==> config.mk <==
export PLATFORM = sky130hd
export DESIGN_NAME = pkt_loader
export DESIGN_NICKNAME = d
export VERILOG_FILES = /design/src/rtl/pkt_pkg.sv /design/src/rtl/pkt_timeout.sv /design/src/rtl/pkt_loader.sv
export SDC_FILE = /design/constraint.sdc
export NUM_CORES = 1
export LEC_CHECK = 0
export CAP_MARGIN = 15
export CORE_ASPECT_RATIO = 1.4
export CORE_MARGIN = 2
export CORE_UTILIZATION = 55
export CTS_CLUSTER_SIZE = 28
export DETAILED_ROUTE_END_ITERATION = 16
export GPL_TIMING_DRIVEN = 0
export PLACE_DENSITY_LB_ADDON = 0.12
export SYNTH_ARGS = -nofsm -noshare
export SYNTH_HDL_FRONTEND = slang
export SYNTH_SLANG_ARGS = --single-unit
export TNS_END_PERCENT = 1
==> constraint.sdc <==
create_clock -name clock -period 2.9 [get_ports clock]
set_clock_uncertainty 0.1 [all_clocks]
set_input_delay 0.87 -clock clock [delete_from_list [all_inputs] [get_ports clock]]
set_output_delay 0.87 -clock clock [all_outputs]
set_load 0.01 [all_outputs]
Fig. 1: supply network
Scale bar: 20 µm. Pins as bars on the die edge. Tap cells in grey.
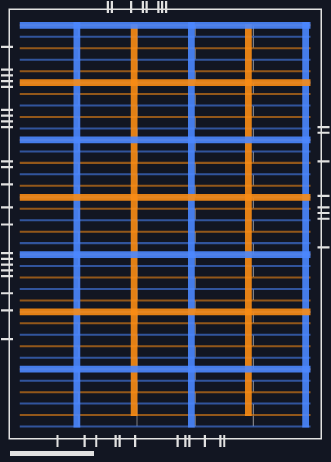
legend:
  blue:
    net: VSS
  orange:
    net: VDD
tap cells: 74
rows: 35
met1 rails: 36
signal pins: 50
met4 straps: 5
die extent in y: 102 µm
Die X: 73.7 µm
Worst IR Drop VDD: 0.000364 V
area of the core: 0.00657 mm²

Fig. 2: cells coloured by class
Scale bar: 20 µm.
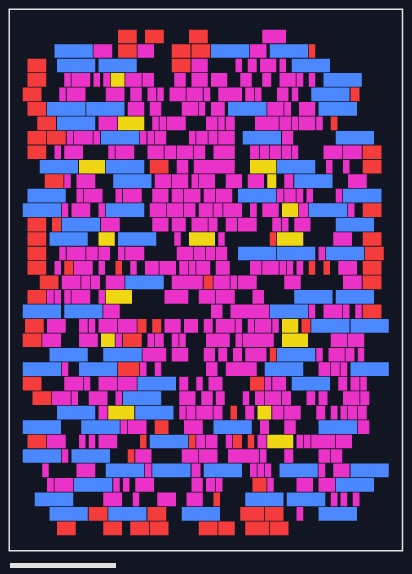
legend:
  red:
    class: other buffers and delay cells
    cells: 74
    share_of_their_area: 14%
  blue:
    class: flops
    cells: 75
    share_of_their_area: 33%
  yellow:
    class: clock drivers and dummy loads
    cells: 16
    share_of_their_area: 4.0%
  magenta:
    class: all other logic
    cells: 329
    share_of_their_area: 49%
flop share of the area: 0.328
std cell rows: 35
final standard cell area without fillers: 0.00458 mm²
post-route core utilization: 0.698

Fig. 3: clock network drawn from the DEF
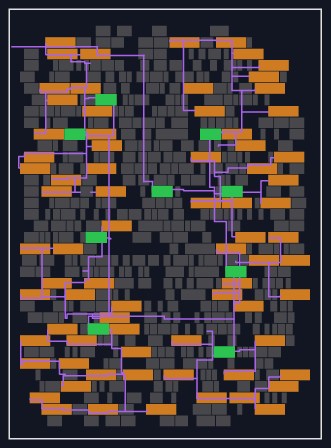
legend:
  purple:
    item: clock wires
    length: 896 µm
  orange:
    item: flip-flops
    count: 75
  green:
    item: cells driving clock nets
    count: 9
flops lie: all over the die
fraction of power consumed by the clock network: 0.401
Power Clock: 0.000729 W
clock network latency to the later pin of the worst-skew pair: 0.36 ns

Fig. 4: signal wires by layer
Scale bar: 20 µm. Only two layers are drawn.
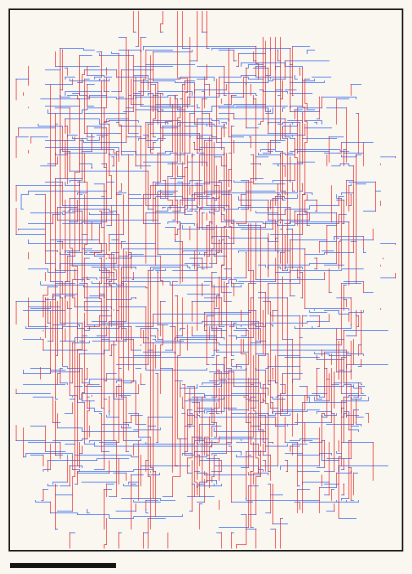
legend:
  blue:
    layer: met1
    wire_length: 3660 µm
  red:
    layer: met2
    wire_length: 4480 µm
global routing usage summed across all routing layers: 0.242
Vias: 3195

==> flow_summary.yaml <==
# flow metrics
pwr:
  pwr-share-comb: 0.033
  p_switching_w: 0.000452
  p_sw_frac: 0.249
  leakagePower_nw: 1.68
  seq_power_share: 0.566
  power-per-cell-area_mw_per_mm2: 397
  power.internal_w: 0.00137
final_layout:
  area.combinational_mm2: 0.00216
  layout.nets: 505
  finish.cell_count_without_fillers: 568
  drive_gt1_frac: 0.0891
  antenna_cells_inserted: 0
  filler_cell_count: 553
  regArea_mm2: 0.00150
  synthToLayoutAreaGrowth_pct: 22.6
critical_path:
  crit_slowest_cell: "sky130_fd_sc_hd__clkdlybuf4s50_1"
  path_cells: "clkdlybuf4s50_1, and4b_1, nand3_2, a211oi_4, nor3b_2, nand3_1, xor2_1, nor2_1"
  setup.worst_path.class: "input pin to register"
  cp_data_required_time_ns: 3.04
  endpoint_kind: "register"
  worst_path_dominant_cell_family: "simple AND/OR/NAND/NOR gates"
  critPathMaxStageDelay_ns: 0.56
  rrSetupSlack_ns: 0.29
  critical_path_cell_count: 8
  critical_path.max_fanout: 6
  length_in_cells_of_the_worst_reg_to_reg_path: 8
  critPathArrivalTime_ns: 2.96
  worstSetupStartpointType: "input pin"
  critical_path_buf_inv_count: 1
grt:
  grt_pass1_wl_mm: 13.8
  antenna_violations_before_repair: 0
  via_count_of_the_first_global_routing_pass: 3047
  total_congestion_overflow: 0
  grt_max_degree: 15
synth:
  synth.area.top_cells: "sky130_fd_sc_hd__dfxtp_1 40%, sky130_fd_sc_hd__mux2i_1 12%, sky130_fd_sc_hd__nor2_1 7.9%"
  post_synth_mux_area_share: 0.118
  avgSynthCellArea_um2: 8.76
  flop_cell: "sky130_fd_sc_hd__dfxtp_1"
  postSynthSeqShare: 0.402
  synth_flops: 75
  netlist_top_cells_count: "79 x sky130_fd_sc_hd__nor2_1, 75 x sky130_fd_sc_hd__dfxtp_1, 44 x sky130_fd_sc_hd__mux2i_1, 28 x sky130_fd_sc_hd__xnor2_1, 23 x sky130_fd_sc_hd__nand2_1"
  synthAoiAreaFrac: 0.0696
  yosysWarningCount: 0
  edf_count: 0
  synth_chip_area_mm2: 0.00374
  cell_area_synth_mm2: 0.00374
  synth_cell_type_count: 50
  synth.top_cell.area_share: 0.402
  ffs_w_async_s_r_synth: 0
  top_area_cell: "sky130_fd_sc_hd__dfxtp_1"
  floorplan.nets: 443
  simple_gate_area_frac: 0.255
  synth_adder_area_share: 0.0134
  yosysCellCount: 427
  synthesis.instances: 427
  post-synth-top-count-cell: "sky130_fd_sc_hd__nor2_1"
  post_synth_xor_area_fraction: 0.105
  synthTopLogicFamily: "simple AND/OR/NAND/NOR gates"
placed_design:
  dpl.cell_count: 550
  numPortBuffers: 49
  dp_hpwl_mm: 6.47
  gp_congestion: 0.879
  placed_area_mm2: 0.00432
timing:
  finalMaxSlewViolations: 0
  timing.hold.ws_ns: 0.384
  finalSetupViolations: 0
  finalHoldViolations: 0
  worst_slew_margin_rel: 0.538
  min_period_over_period: 0.975
  rsz0062_at_grt: "true"
  worst_max_slew_pin_slew_ns: 0.687
  min_period_ns: 2.83
  achievable-frequency_ghz: 0.354
min_path:
  number_of_instances_on_the_worst_hold_path: 2
  hp-class: "register to register"
clock_tree:
  cts-htree-levels: 3
  clk_slew_on_worst_s_h_paths_ns: 0.08
  tritoncts_clock_tree: "done"
  clock_sinks: 75
  clock_path_buffers: 2
  numCtsBuffers: 9
  cts_root_buffer: "sky130_fd_sc_hd__clkbuf_8"
floorplanning:
  floorplanUtilization: 0.569
  chip_area_mm2: 0.00748
  io_pins: 50
detailed_routing:
  vias_per_cell: 5.63
  routedWlPerCell_um: 15.4
  iteration_0_drc_count_of_the_detailed_router: 118
  route.detailed.drc: 0
  drt_pass1_iterations: 4
  wl_mm: 8.73
  drt.antenna.violating_nets: 0
outcome:
  run_status: "completed"
flow_run:
  maxCapViolCount: 0
  warning_count: 29
-- metal layers --
layer	track usage	part of all wire	routed length (µm)
met5	0	0	0
met4	0.123	0.034	297
met3	0.0557	0.035	302
met2	0.413	0.51	4480
met1	0.278	0.42	3660
-- power by group through the flow --
stage | clock network (W) | logic (W) | registers, W
floorplan | 0 | 0.0000203 | 0.00105
global placement | 0 | 0.0000551 | 0.00105
detailed placement | 0 | 0.0000553 | 0.00105
CTS | 0.000730 | 0.0000550 | 0.00103
global route | 0.000770 | 0.0000636 | 0.00103
finish | 0.000729 | 0.0000598 | 0.00103
-- through the flow --
step           setup slack (ns)  TNS, ns  total power [W]  utilization
6_report                 0.0722        0          0.00182        0.698
5_1_grt                 -0.0402  -0.0463          0.00186        0.698
4_1_cts                 -0.0492   -0.133          0.00181        0.688
3_5_place_dp             -0.551   -11.97          0.00111        0.658
3_3_place_gp             -0.506   -10.49          0.00111        0.658
2_1_floorplan             0.277        0          0.00107            -
-- layout by cell type (no fill, tap or decap), drive strengths merged, types with 4 or more instances in the layout --
master / n
nor2: 79
dfxtp: 75
clkdlybuf4s50: 46
mux2i: 44
xnor2: 28
nand2: 25
nor3: 22
clkbuf: 22
xor2: 16
nand3: 15
nand4: 13
buf: 12
inv: 10
a21oi: 10
nor4: 8
o21ai: 7
or3: 5
and4: 4
ha: 4
nor3b: 4
-- tightest hold or removal path, stage by stage, from the launching register on --
cell	delay, ns
sky130_fd_sc_hd__dfxtp_1	0.33
sky130_fd_sc_hd__nand2_1	0.06
sky130_fd_sc_hd__a21oi_1	0.05
-- what timing repair did --
item	CTS	global route
setup buffers	0	2
pin swaps	1	2
endpoints found under the setup margin	9	11
hold buffers	0	0
resized	4	12
-- cells by family after synthesis --
group / count (synthesis)
and+or+nand+nor: 191
DFF: 75
xor gates and xnor gates: 44
muxes: 44
AOI/OAI and AO/OA: 37
buffers and inverters: 32
adders and majority gates: 4
-- area by class of cell --
type,count,area share
multi-input cells,320,0.471
flip-flops and latches,75,0.328
repair buffers,51,0.111
clock buffers,9,0.0270
plain buffers,23,0.0235
well taps,74,0.0202
clock inverters,7,0.0117
inverters,9,0.00737
No activity file was given, so power comes from the tool's default toggle rates.
